### Pin map, run 1

Scale bar: 20 um. Pins as bars across the die edge, other pins in gray.
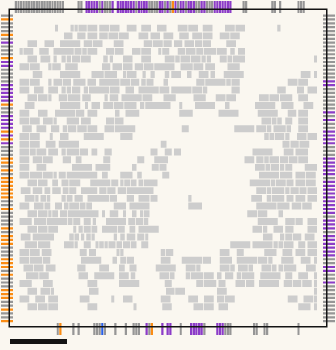
### Zoomed window, run 1

Scale bar: 5 um. Window x 46 to 66, y 68 to 88 um. Cells in gray, sequential cells in the stronger gray; small squares are vias.
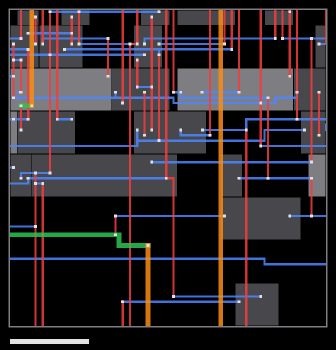
### Routed metal per tile, run 1

22 x 22 tiles, from white (low) to dark blue (high), scaled to the fullest tile. Values are wire area over tile area, all layers added.
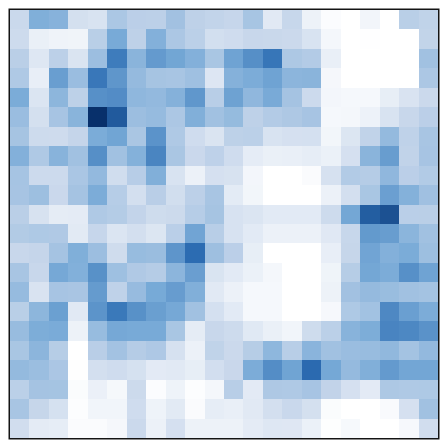
[config.mk]
export PLATFORM = sky130hd
export DESIGN_NAME = bus_chipset
export DESIGN_NICKNAME = d
export VERILOG_FILES = /design/src/rtl/bus_chipset.sv
export SDC_FILE = /design/constraint.sdc
export NUM_CORES = 1
export LEC_CHECK = 0
export CAP_MARGIN = 10
export CORE_MARGIN = 3
export CORE_UTILIZATION = 35
export CTS_CLUSTER_SIZE = 12
export DETAILED_ROUTE_END_ITERATION = 16
export PLACE_DENSITY = 0.86
export SLEW_MARGIN = 40
export SYNTH_ARGS = -nofsm -noshare
export SYNTH_HDL_FRONTEND = slang
export SYNTH_SLANG_ARGS = --single-unit
export TNS_END_PERCENT = 100
[constraint.sdc]
create_clock -name clk -period 2.89 [get_ports clk]
set_input_delay 0.289 -clock clk [delete_from_list [all_inputs] [get_ports clk]]
set_output_delay 0.289 -clock clk [all_outputs]
set_load 0.005 [all_outputs]
[src/rtl/bus_chipset.sv]
// ---------------------------------------------------------------------------
// bus_chipset
//   Memory-map interconnect between the CPU data port and NSLV data slaves.
//   Decodes the CPU address into a one-hot slave select and stretches reads
//   by a per-slave latency using a stall handshake. Data from a stretched
//   read is returned from a register. Accesses that hit no region are flagged.
//
//   Optional feature macro: CHIPSET_ERRCNT_EN
//     defined   -> 16-bit saturating count of unmapped accesses. A write with
//                  addr[AW-1]=1 clears it, and the clear wins over a same-cycle
//                  increment.
//     undefined -> err_cnt is tied to zero and no counter flops exist.
//
// Ports
//   clk        in   1        clock, rising edge
//   rst        in   1        synchronous active-high reset
//   req        in   1        CPU access valid this cycle
//   we         in   1        1=write, 0=read
//   addr       in   AW       CPU byte address
//   wdata      in   DW       CPU write data
//   rdata      out  DW       read data to CPU
//   stall      out  1        CPU must hold its request and not advance
//   err        out  1        one-cycle pulse after an unmapped access
//   err_cnt    out  16       unmapped-access count (zero without the macro)
//   slv_sel    out  NSLV     one-hot slave enable
//   slv_we     out  1        write strobe to the selected slave
//   slv_addr   out  AW       address to slaves (= addr)
//   slv_wdata  out  DW       write data to slaves (= wdata)
//   slv_rdata  in   NSLV*DW  slave read buses, slave i at [i*DW +: DW]
// ---------------------------------------------------------------------------
module bus_chipset #(
    parameter int                 AW       = 32,
    parameter int                 DW       = 32,
    parameter int                 NSLV     = 3,
    parameter logic [NSLV*AW-1:0] SLV_BASE = {32'h0000_1000, 32'h0000_0800, 32'h0000_0000},
    parameter logic [NSLV*AW-1:0] SLV_MASK = {32'hFFFF_F000, 32'hFFFF_FF80, 32'hFFFF_F800},
    parameter logic [NSLV*4-1:0]  SLV_LAT  = {4'd0, 4'd2, 4'd1}
) (
    input  logic               clk,
    input  logic               rst,
    input  logic               req,
    input  logic               we,
    input  logic [AW-1:0]      addr,
    input  logic [DW-1:0]      wdata,
    output logic [DW-1:0]      rdata,
    output logic               stall,
    output logic               err,
    output logic [15:0]        err_cnt,
    output logic [NSLV-1:0]    slv_sel,
    output logic               slv_we,
    output logic [AW-1:0]      slv_addr,
    output logic [DW-1:0]      slv_wdata,
    input  logic [NSLV*DW-1:0] slv_rdata
);

    localparam int IW = (NSLV > 1) ? $clog2(NSLV) : 1;

    typedef enum logic [1:0] {S_IDLE, S_WAIT, S_DONE} state_t;

    state_t          r_state, w_state_nxt;
    logic [3:0]      r_cnt, w_cnt_nxt;
    logic [IW-1:0]   r_sidx, w_sidx_nxt;
    logic [IW-1:0]   w_hit_idx;
    logic            w_hit;
    logic [3:0]      w_hit_lat;
    logic [3:0]      w_sidx_lat;
    logic [DW-1:0]   r_rdata_q, w_cap_data;
    logic            w_cap;
    logic            r_err, w_miss;

    // Address decode: scan from the top index down so the lowest matching
    // index is the one left standing on overlapping regions.
    always_comb begin
        w_hit     = 1'b0;
        w_hit_idx = '0;
        for (int i = NSLV - 1; i >= 0; i--) begin
            if ((addr & SLV_MASK[i*AW +: AW]) == SLV_BASE[i*AW +: AW]) begin
                w_hit     = 1'b1;
                w_hit_idx = i[IW-1:0];
            end
        end
    end

    assign w_hit_lat  = SLV_LAT[w_hit_idx*4 +: 4];
    assign w_sidx_lat = SLV_LAT[r_sidx*4 +: 4];

    // Next state and outputs. A stretched read stalls exactly L cycles: the
    // launch cycle in IDLE is the first one, WAIT supplies the remaining L-1,
    // and the data is presented in DONE. r_cnt counts stall cycles already
    // spent, so a latency-1 read skips WAIT and captures at the launch edge.
    always_comb begin
        w_state_nxt = r_state;
        w_cnt_nxt   = r_cnt;
        w_sidx_nxt  = r_sidx;
        w_cap       = 1'b0;
        w_cap_data  = slv_rdata[r_sidx*DW +: DW];
        w_miss      = 1'b0;
        stall       = 1'b0;
        slv_sel     = '0;
        slv_we      = 1'b0;
        rdata       = r_rdata_q;

        case (r_state)
            S_IDLE: begin
                if (req) begin
                    if (!w_hit) begin
                        w_miss = 1'b1;
                        if (!we) rdata = '0;
                    end else begin
                        slv_sel[w_hit_idx] = 1'b1;
                        if (we) begin
                            slv_we = 1'b1;
                        end else if (w_hit_lat == 4'd0) begin
                            rdata = slv_rdata[w_hit_idx*DW +: DW];
                        end else begin
                            stall      = 1'b1;
                            w_sidx_nxt = w_hit_idx;
                            if (w_hit_lat == 4'd1) begin
                                w_cap       = 1'b1;
                                w_cap_data  = slv_rdata[w_hit_idx*DW +: DW];
                                w_state_nxt = S_DONE;
                            end else begin
                                w_cnt_nxt   = 4'd1;
                                w_state_nxt = S_WAIT;
                            end
                        end
                    end
                end
            end
            S_WAIT: begin
                if (!req) begin
                    // CPU abandoned the read: release without capturing.
                    w_state_nxt = S_IDLE;
                    w_cnt_nxt   = 4'd0;
                end else begin
                    slv_sel[r_sidx] = 1'b1;
                    stall           = 1'b1;
                    if (r_cnt == w_sidx_lat - 4'd1) begin
                        w_cap       = 1'b1;
                        w_cnt_nxt   = 4'd0;
                        w_state_nxt = S_DONE;
                    end else begin
                        w_cnt_nxt = r_cnt + 4'd1;
                    end
                end
            end
            S_DONE: begin
                // Any request seen here is ignored; the CPU re-presents it.
                w_state_nxt = S_IDLE;
            end
            default: begin
                w_state_nxt = S_IDLE;
            end
        endcase

        // Keep the slave side quiet while reset is held.
        if (rst) begin
            stall   = 1'b0;
            slv_sel = '0;
            slv_we  = 1'b0;
            rdata   = r_rdata_q;
            w_miss  = 1'b0;
        end
    end

    always_ff @(posedge clk) begin
        if (rst) begin
            r_state   <= S_IDLE;
            r_cnt     <= 4'd0;
            r_rdata_q <= '0;
            r_err     <= 1'b0;
        end else begin
            r_state <= w_state_nxt;
            r_cnt   <= w_cnt_nxt;
            r_err   <= w_miss;
            if (w_cap) r_rdata_q <= w_cap_data;
        end
    end

    always_ff @(posedge clk) begin
        r_sidx <= w_sidx_nxt;
    end

    assign err       = r_err;
    assign slv_addr  = addr;
    assign slv_wdata = wdata;

`ifdef CHIPSET_ERRCNT_EN
    function automatic logic [15:0] sat_inc16(input logic [15:0] v);
        return (v == 16'hFFFF) ? v : v + 16'd1;
    endfunction

    logic [15:0] r_err_cnt;
    logic        w_clr;

    // The counter moves on the same edge that raises err, so a clearing
    // write that is itself unmapped leaves the count at zero.
    assign w_clr = (r_state == S_IDLE) && req && we && addr[AW-1];

    always_ff @(posedge clk) begin
        if (rst) begin
            r_err_cnt <= 16'd0;
        end else if (w_clr) begin
            r_err_cnt <= 16'd0;
        end else if (w_miss) begin
            r_err_cnt <= sat_inc16(r_err_cnt);
        end
    end

    assign err_cnt = r_err_cnt;
`else
    assign err_cnt = 16'h0000;
`endif

endmodule

==> flow_summary.yaml, run 1 <==
# flow metrics
detailed_routing:
  drtIter0Drc: 365
  postRouteAntennaNets: 0
  vias_per_cell: 5.573
  wl_per_cell_um: 18.97
  drc: 0
  vias: 3968
outcome:
  status: "complete, no violations"
finish:
  layout_top_cell: "clkdlybuf4s50_1"
  seq_share: 0.1497
  nets: 741
  nClkBuffers: 8
  ff_latch_area_um2: 840.8
  comb_area_mm2: 0.002308
  n_sequential_cell: 41
  biggestCellCategory: "combinational gates"
  clkCellAreaFrac: 0.01426
  filler_cell_count: 969
  buf_share: 0.3927
  comb_area_frac: 0.4110
  buffers: 220
  drive_above_1_share: 0.2066
  logic_gate_count: 304
  fin_cells: 712
power:
  power.density_mw_per_mm2: 220.0
  p_comb_frac: 0.239
  p_int_mw: 0.9400
  switchingPower_mw: 0.2956
  switching_share: 0.2392
  power_leader: "registers"
  pg_clk_mw: 0.372
  seq_power_share: 0.461
  p_seq_mw: 0.569
  comb_cell_power_mw: 0.295
  clkPwrFrac: 0.301
synthesis:
  yosys_area_mm2: 0.003866
  ys_top_logic_family: "AND-OR/OR-AND gates"
  top_cell_area_share: 0.2019
  yosys_warnings: 0
  synth_stat.cells: 453
  netlist_instances: 453
  adder_share: 0.006472
  top_cells_by_count: "81 x buf_4, 39 x dfxtp_1, 35 x nand3_1, 33 x a22o_1, 27 x nor3_1"
  ys.flop_type: "dfxtp_1"
  synth_flops: 41
  yosys-mux-area-fraction: 0.02848
  ys_sh_simple: 0.2269
  most_common_cell: "buf_4"
  synth_cell_types: 51
  synth-edff-count: 2
clock_network:
  clock_latency_ps: 300
  clockBufferDepth: 2
  numCtsBuffers: 5
  cts_hold_buffers: 0
  htreeDepth: 2
  tritoncts: "done"
  clock_sinks: 41
final_timing:
  worst_pin_slew_ps: 583.3
  fin_crit_sh: 0.9734
  rsz0062_at_grt: "true"
  hold_viol_final: 0
  fin_crit_ps: 2813
  finalSetupViolCount: 0
  max_clock_freq_mhz: 355.5
  max_slew_margin: 0.6111
critical_path:
  arrival_ps: 2520
  critical_path_required_ps: 2600
floorplanning:
  num_io_pins: 282
  dieArea_mm2: 0.01234
  core_mm2: 0.01056
  core.rowCount: 37
global_routing:
  first_global_vias: 4092
  grt_max_degree: 39
  grt_pass1_wl_mm: 20.60
placed_design:
  globalplace.congestion: 0.8908
  dp_hpwl_mm: 10.02
job:
  max-cap-violations: 0
## Picture notes: 'Pin map'
color	port	pins	direction	edge
blue	`slv_we`	1	output	south
orange	`slv_addr`	32	output	29 west, 2 south, 1 north
purple	`slv_rdata`	96	input	36 north, 34 east, 14 west, 12 south
die width: 111.1 um
Die Y: 111.1 um
Port Buffers: 187

## Picture notes: 'Zoomed window'
color	layer
green	metal 3
blue	metal 1
red	metal 2
orange	metal 4
cells with their middle in the window	14
netlist names of flops here include	`r_rdata_q` (2)
most frequent	nor3_2 (2), dfxtp_1 (2)
sequential cells in the window	2

## Picture notes: 'Routed metal per tile'
fullest tile	0.64
mean over tiles	0.18
emptiest ninth of the die	north-east
nearly empty tiles	8.1%

==> run 1: worst max-delay path: stages <==
cell,delay (ps)
clkdlybuf4s50_1,480
nand2b_1,70
or2_2,300
nor3_2,230
and3_4,330
buf_12,150
a22o_1,160
clkdlybuf4s50_1,510
==> run 1: repair_timing <==
action / CTS / global route
buffers inserted: 0 / 1
pin swaps: 0 / 6
cloned: 0 / 2
setup endpoints to repair: 34 / 34
resized: 3 / 24
==> run 1: routing by layer <==
layer | GRT usage | wire length [um]
met1 | 0.2269 | 5213
met2 | 0.3669 | 6839
met3 | 0.05568 | 1102
met4 | 0.06569 | 350
met5 | 0 | 0
==> run 1: final timing paths <==
kind              slack, ps  cells past startpoint                        from                         end
hold reg to reg         510                      2  r_rdata_q[13]$_SDFFE_PP0P_  r_rdata_q[13]$_SDFFE_PP0P_
hold / removal          400                      4                         rst              err$_SDFF_PP0_
setup / recovery         80                      8                         req                    rdata[6]
setup reg to reg        310                      8         r_sidx[0]$_DFFE_PP_       r_cnt[1]$_SDFFE_PP0P_
==> run 1: sequential cells by signal (all words and copies together) (netlist names) <==
name       count
err            1
r_cnt          4
r_rdata_q     32
r_sidx         2
r_state        2
==> run 1: stage by stage <==
stage | setup slack, ps | setup TNS, ps | hold WS (ps) | total power [mW] | area [um2]
floorplan | 220.8 | 0 | 429.5 | 0.7119 | 3923
global placement | -26.75 | -39.20 | 493.4 | 0.8704 | 5408
detailed placement | -97.23 | -1199 | 499.4 | 0.8733 | 5408
CTS | 8.263 | 0 | 381.5 | 1.247 | 5502
global route | -7.888 | -20.23 | 415.0 | 1.290 | 5617
finish | 76.94 | 0 | 402.7 | 1.236 | 5617
==> run 2: changes to the inputs <==
--- a/config.mk
+++ b/config.mk
@@ -11,6 +11,7 @@
 export CTS_CLUSTER_SIZE = 12
 export DETAILED_ROUTE_END_ITERATION = 16
 export PLACE_DENSITY = 0.86
+export SKIP_LAST_GASP = 1
 export SLEW_MARGIN = 40
 export SYNTH_ARGS = -nofsm -noshare
 export SYNTH_HDL_FRONTEND = slang
### Routed metal per tile, run 2

22 x 22 tiles, from white (low) to dark blue (high), scaled to the fullest tile. Values are wire area over tile area, all layers added.
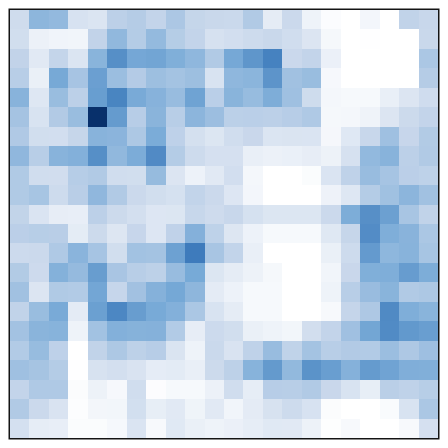
nearly empty tiles	8.3%
fullest tile	0.70
emptiest ninth of the die	north-east

### Gate-type map, run 2

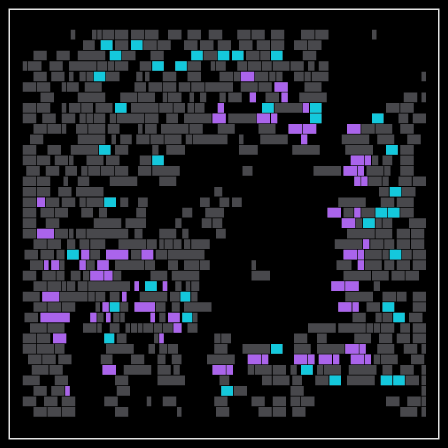
color	family	cells
cyan	non-inverting ao/oa cells	38
purple	nor cells	69

==> flow_summary.yaml, run 2 <==
# flow metrics
detailed_routing:
  wl_per_cell_um: 18.95
  dr.pass1.iters: 5
  vias_per_cell: 5.593
  postRouteAntennaNets: 0
  drc: 0
  drtIter0Drc: 375
  vias: 3982
  wirelength_mm: 13.49
global_routing:
  first_global_vias: 4092
  track_usage: 0.2018
  grt_pass1_wl_mm: 20.60
  grt_max_degree: 39
  grt-ovfl-total: 0
  antenna_found_initial: 0
floorplanning:
  core.rowCount: 37
  fp_util: 0.3663
  core_mm2: 0.01056
  die_h_um: 111.1
  fp.dieW_um: 111.1
  dieArea_mm2: 0.01234
  num_io_pins: 282
synthesis:
  yosys.stat.seqShare: 0.2175
  netlist_instances: 453
  yosys-mux-area-fraction: 0.02848
  adder_share: 0.006472
  synth_cell_types: 51
  synthTopCellsByArea: "dfxtp_1 20%, buf_4 16%, a22o_1 7.5%, a22oi_2 6.1%, nor3_2 5.7%"
  yosys_warnings: 0
  ys_sh_simple: 0.2269
  xor_area_frac: 0.002265
  ys.flop_type: "dfxtp_1"
  synth_stat.cells: 453
  synthAoiAreaFrac: 0.3010
  largest_area_cell: "dfxtp_1"
  synth_area_mm2: 0.003866
  yosys_area_mm2: 0.003866
  synth_area_per_cell_um2: 8.535
  top_cells_by_count: "81 x buf_4, 39 x dfxtp_1, 35 x nand3_1, 33 x a22o_1, 27 x nor3_1"
  top_cell_area_share: 0.2019
  most_common_cell: "buf_4"
  synth_flops: 41
  async_flop_share: 0
  synth-edff-count: 2
  ys_top_logic_family: "AND-OR/OR-AND gates"
final_timing:
  fin_skew_ps: 13.39
  max_clock_freq_mhz: 355.5
  rsz0062_at_grt: "true"
  max_slew_margin: 0.6139
  hold_viol_final: 0
  setup_tns_ps: 0
  fin_crit_sh: 0.9732
  slew_viol_final: 0
  worst_pin_slew_ps: 579.1
  fin_crit_ps: 2813
  finalSetupViolCount: 0
critical_path:
  critical_path_required_ps: 2600
  crit_path_frequent_cell: "clkdlybuf4s50_1"
  crit_path_top_delay_cell: "clkdlybuf4s50_1"
  crit_family: "buffers and inverters"
  rr_worst_depth: 8
  worstSetupStartpointType: "input port"
  cp.depth: 8
  setup.worst_path.end_class: "primary output"
  arrival_ps: 2520
  cp_max_fo: 9
  critPathMaxStageDelay_ps: 510
  path_cells: "clkdlybuf4s50_1 -> nand2b_1 -> or2_2 -> nor3_2 -> and3_4 -> buf_12 -> a22o_1 -> clkdlybuf4s50_1"
  crit_type: "input port to primary output"
  path_buffers: 3
worst_hold_path:
  hold_depth: 4
  min_path_type: "input port to flop"
placed_design:
  globalplace.congestion: 0.8908
  dp_hpwl_mm: 10.02
  io_buffers: 187
finish:
  drive_above_1_share: 0.2066
  top_register: "r_rdata_q"
  layout_top_cell: "clkdlybuf4s50_1"
  nets: 741
  largest_reg_flops: 32
  final_cell_mix: "176 x clkdlybuf4s50_1, 39 x dfxtp_1, 35 x nand3_1, 33 x a22o_1, 27 x buf_4"
  n_antenna_cell: 0
  top_regs: "r_rdata_q (32), r_cnt (4)"
  area_growth_pct: 45.28
clock_network:
  htreeDepth: 2
  root_buffer: "clkbuf_8"
  clock_sinks: 41
  clockBufferDepth: 2
  path_clk_slew_ps: 90
  numCtsBuffers: 5
  tritoncts: "done"
  cts_hold_buffers: 0
power:
  power.density_mw_per_mm2: 220.0
  leakage_nw: 2.178
  power_mw: 1.236
  ir_drop_mv: 0.1625
outcome:
  status: "complete, no violations"
job:
  max-cap-violations: 0
  tool_warnings: 27
### Clock nets, run 2

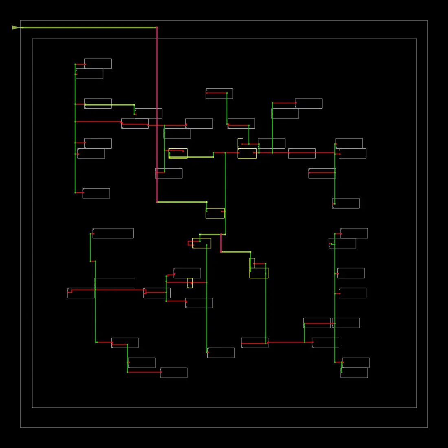
FF+latch count: 41
Late-Pin Clk Latency: 290 ps

## run 2: cell counts after synthesis
Identical to the previous run, type by type.
## run 2: per-layer routing
layer  global-route usage  part of all wire
met4              0.06569             0.025
met1               0.2269              0.38
met5                    0                 0
met3              0.05568             0.084
met2               0.3669              0.51
## run 2: path summary, 6_finish.rpt
check / from / endpoint / slack, ps
worst min-delay path: rst / err$_SDFF_PP0_ / 400
worst max-delay path: req / rdata[8] / 80
worst min register to register: r_rdata_q[13]$_SDFFE_PP0P_ / r_rdata_q[13]$_SDFFE_PP0P_ / 510
worst max register to register: r_sidx[0]$_DFFE_PP_ / r_cnt[1]$_SDFFE_PP0P_ / 310
## run 2: final cells by class
| cell class | count | area [um2] |
|---|---|---|
| Fill cell | 969 | 4938 |
| Inverter | 3 | 11.26 |
| Sequential cell | 41 | 840.8 |
| Tap cell | 136 | 170.2 |
| Clock buffer | 8 | 80.08 |
| Timing Repair Buffer | 220 | 2206 |
| Multi-Input combinational cell | 304 | 2308 |
## run 2: where the power goes
group	switching, mW	internal [mW]
sequential	0.000189	0.569
combinational	0.0958	0.199
clock	0.200	0.172
## run 2: stage by stage
stage / util / instance area, um2 / hold WS (ps) / worst slack [ps] / instances
6_report: 0.5321 / 5617 / 404.3 / 77.38 / 712
5_1_grt: 0.5321 / 5617 / 415.0 / -7.888 / 712
4_1_cts: 0.5212 / 5502 / 381.5 / 8.263 / 709
3_5_place_dp: 0.5123 / 5408 / 499.4 / -97.23 / 701
3_3_place_gp: 0.5123 / 5408 / 493.4 / -26.75 / 701
2_1_floorplan: - / 3923 / 429.5 / 220.8 / 468
## run 2: repair_timing
item                                    in CTS  in global routing
gates cloned                                 0                  2
pin swaps                                    0                  6
setup buffers                                0                  1
endpoints found under the setup margin      34                 34
resized                                      3                 24
==> run 3: changes to the inputs <==
--- a/config.mk
+++ b/config.mk
@@ -7,10 +7,10 @@
 export LEC_CHECK = 0
 export CAP_MARGIN = 10
 export CORE_MARGIN = 3
-export CORE_UTILIZATION = 35
+export CORE_UTILIZATION = 32
 export CTS_CLUSTER_SIZE = 12
 export DETAILED_ROUTE_END_ITERATION = 16
-export PLACE_DENSITY = 0.86
+export PLACE_DENSITY = 0.83
 export SKIP_LAST_GASP = 1
 export SLEW_MARGIN = 40
 export SYNTH_ARGS = -nofsm -noshare
==> constraint.sdc (replaced) <==
create_clock -name clk -period 2.5 [get_ports clk]
set_input_delay 0.25 -clock clk [delete_from_list [all_inputs] [get_ports clk]]
set_output_delay 0.25 -clock clk [all_outputs]
set_load 0.005 [all_outputs]
### Gate-type map, run 3

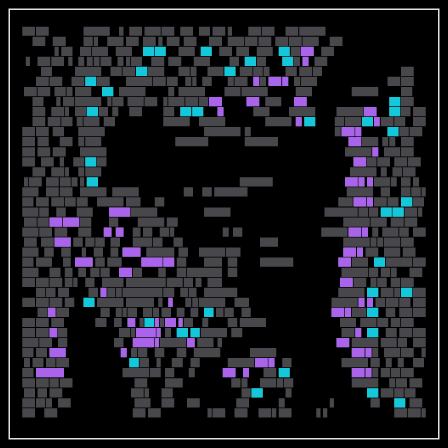
Top cell excl fill/tap: clkdlybuf4s50_1
Non-Filler Instances: 766

### Clock nets, run 3

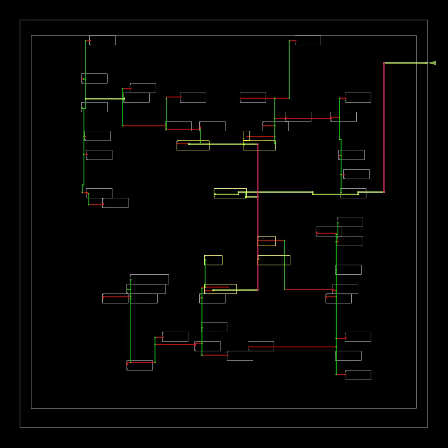
total CTS buffers: 5
layout clock buffer count: 7
clock skew: 4.020 ps
Sink Count: 41

==> flow_summary.yaml, run 3 <==
# flow metrics
final_timing:
  worst_pin_slew_ps: 604.4
  hold_viol_final: 0
  fin_crit_sh: 1.006
  rsz0062_at_grt: "true"
  max_slew_margin: 0.5970
  slew_viol_final: 0
  hold_slack_ps: 391.6
  finalSetupViolCount: 1
  max_clock_freq_mhz: 397.5
  fin_ws_ps: -15.90
  fin_crit_ps: 2516
synthesis:
  async_flop_share: 0
  top_cell_area_share: 0.2019
  largest_area_cell: "dfxtp_1"
  ys.flop_type: "dfxtp_1"
  synth-edff-count: 2
  top_cells_by_count: "81 x buf_4, 39 x dfxtp_1, 35 x nand3_1, 33 x a22o_1, 27 x nor3_1"
  yosys.stat.seqShare: 0.2175
  synth_flops: 41
  synth_cell_types: 51
  synth_area_mm2: 0.003866
  yosys_warnings: 0
  synthTopCellsByArea: "dfxtp_1 20%, buf_4 16%, a22o_1 7.5%, a22oi_2 6.1%, nor3_2 5.7%"
  synth_area_per_cell_um2: 8.535
  netlist_instances: 453
  synth_stat.cells: 453
  most_common_cell: "buf_4"
  yosys_area_mm2: 0.003866
clock_network:
  tritoncts: "done"
  path_clk_slew_ps: 60
  clock_latency_ps: 280
  cts_setup_buffers: 18
  htreeDepth: 2
  clockBufferDepth: 2
  postCtsResizedCells: 65
  cts_hold_buffers: 0
  root_buffer: "clkbuf_16"
finish:
  n_antenna_cell: 0
  final_util: 0.5331
  nets: 788
  top_register: "r_rdata_q"
  largest_reg_flops: 32
  final_cell_mix: "133 x clkdlybuf4s50_1, 63 x buf_4, 38 x dfxtp_1, 35 x nand3_1, 33 x a22o_1"
  filler_cell_count: 1049
  top_regs: "r_rdata_q (32), r_cnt (4)"
  drive_above_1_share: 0.3018
detailed_routing:
  maxUsedRoutingLayer: "met4"
  drtIter0Drc: 354
  wl_met3_mm: 1.276
  vias_per_cell: 5.491
  dr.pass1.iters: 5
  postRouteAntennaNets: 0
  wl_per_cell_um: 19.32
  m1WireLength_mm: 5.716
  vias: 4206
  wl_met2_mm: 7.500
  wirelength_mm: 14.80
  drc: 0
placed_design:
  dp_hpwl_mm: 10.10
  io_buffers: 187
  globalplace.congestion: 0.8361
critical_path:
  path_buffers: 3
  arrival_ps: 2270
  crit_path_frequent_cell: "clkdlybuf4s50_1"
  critical_path_required_ps: 2250
  worstSetupStartpointType: "input port"
  timing.rr.end: "r_cnt[3]$_SDFFE_PP0P_"
  crit_path_top_delay_cell: "clkdlybuf4s50_1"
  rr_worst_depth: 9
  crit_type: "input port to primary output"
  setup.worst_path.end_class: "primary output"
  crit_family: "buffers and inverters"
  path_cells: "clkdlybuf4s50_1 -> nor3_2 -> nand4_1 -> nor2_2 -> and3_4 -> buf_12 -> a22o_1 -> clkdlybuf4s50_1"
  critPathMaxStageDelay_ps: 510
  cp_max_fo: 6
  r2r_setup_slack_ps: 30
  r2r-start: "r_sidx[1]$_DFFE_PP_"
power:
  switchingPower_mw: 0.3833
  switching_share: 0.2238
  p_seq_mw: 0.659
  ir_drop_mv: 0.2303
  clkPwrFrac: 0.396
  p_comb_frac: 0.219
  leakage_nw: 2.738
  power_leader: "clock"
  p_int_mw: 1.329
  comb_cell_power_mw: 0.376
  power.density_mw_per_mm2: 276.6
  seq_power_share: 0.385
  pg_clk_mw: 0.678
job:
  max-cap-violations: 0
  tool_warnings: 28
global_routing:
  antenna_found_initial: 0
  grt_pass1_wl_mm: 21.15
  first_global_vias: 4326
  track_usage: 0.1971
  grt_max_degree: 39
  busiest_layer: "met2"
  grt_use_met2: 0.3598
  use_met1: 0.2214
  grt-ovfl-total: 0
  use_met3: 0.05117
floorplanning:
  core.rowCount: 39
  num_io_pins: 282
  core_mm2: 0.01161
  dieArea_mm2: 0.01344
  fp_util: 0.3329
worst_hold_path:
  hold_path_end: "err$_SDFF_PP0_"
  min_path_type: "input port to flop"
  worstHoldStart: "rst"
  hold_depth: 4
outcome:
  violations: "setup timing"
  status: "finished with violations"
### Pin map, run 3

Scale bar: 20 um. Pins as bars across the die edge, other pins in gray.
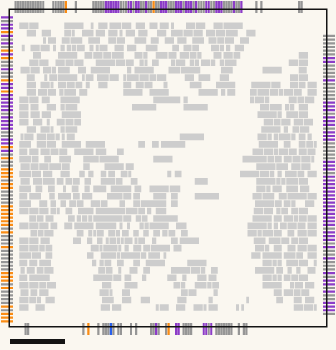
die width: 115.9 um
Die Y: 115.9 um

==> run 3: logic make-up (layout without fill, tap and decap cells) <==
family	Yosys count	count (layout)	share of synthesized area
compound gates	128	128	0.3010
xor+xnor	1	1	0.002266
fa+ha+maj	2	2	0.006471
buf+inv	123	278	0.2165
flops	41	41	0.2175
mux	11	11	0.02848
other cells	1	16	0.0009699
simple gates	146	146	0.2269
==> run 3: final cells by class <==
type	instances	area, um2	share of cell area
clock buffers	7	152.6	0.02466
clock inverters	1	5.005	0.0008084
inverters	3	11.26	0.001819
multi-input cells	304	2387	0.3856
flip-flops and latches	41	842.1	0.1360
well taps	143	178.9	0.02890
repair buffers	267	2614	0.4222
==> run 3: stage by stage <==
step / power (mW) / TNS (ps) / cell area (um2) / instances / setup slack [ps]
6_report: 1.713 / -15.90 / 6191 / 766 / -15.90
5_1_grt: 1.773 / -786.4 / 6191 / 766 / -143.4
4_1_cts: 1.725 / -722.7 / 5989 / 755 / -80.47
3_5_place_dp: 1.033 / -14510 / 5602 / 727 / -402.1
3_3_place_gp: 1.030 / -13150 / 5602 / 727 / -377.2
2_1_floorplan: 0.8230 / 0 / 3928 / 468 / 24.33
==> run 3: how the worst max path moves through the flow <==
| stage | startpoint | end | slack, ps | cells past startpoint |
|---|---|---|---|---|
| global route | addr[13] | rdata[3] | -140 | 8 |
| finish | addr[13] | rdata[3] | -20 | 8 |
| floorplan | r_sidx[0]$_DFFE_PP_ | r_rdata_q[31]$_SDFFE_PP0P_ | 20 | 12 |
| CTS | addr[26] | rdata[30] | -80 | 9 |
| detailed placement | addr[23] | rdata[12] | -400 | 9 |
| global placement | addr[23] | rdata[12] | -380 | 9 |
==> run 3: worst min-delay path, stage by stage <==
cell,delay (ps)
buf_2,90
or2_4,120
buf_4,120
nor3_1,40
No activity file was given, so power comes from the tool's default toggle rates.
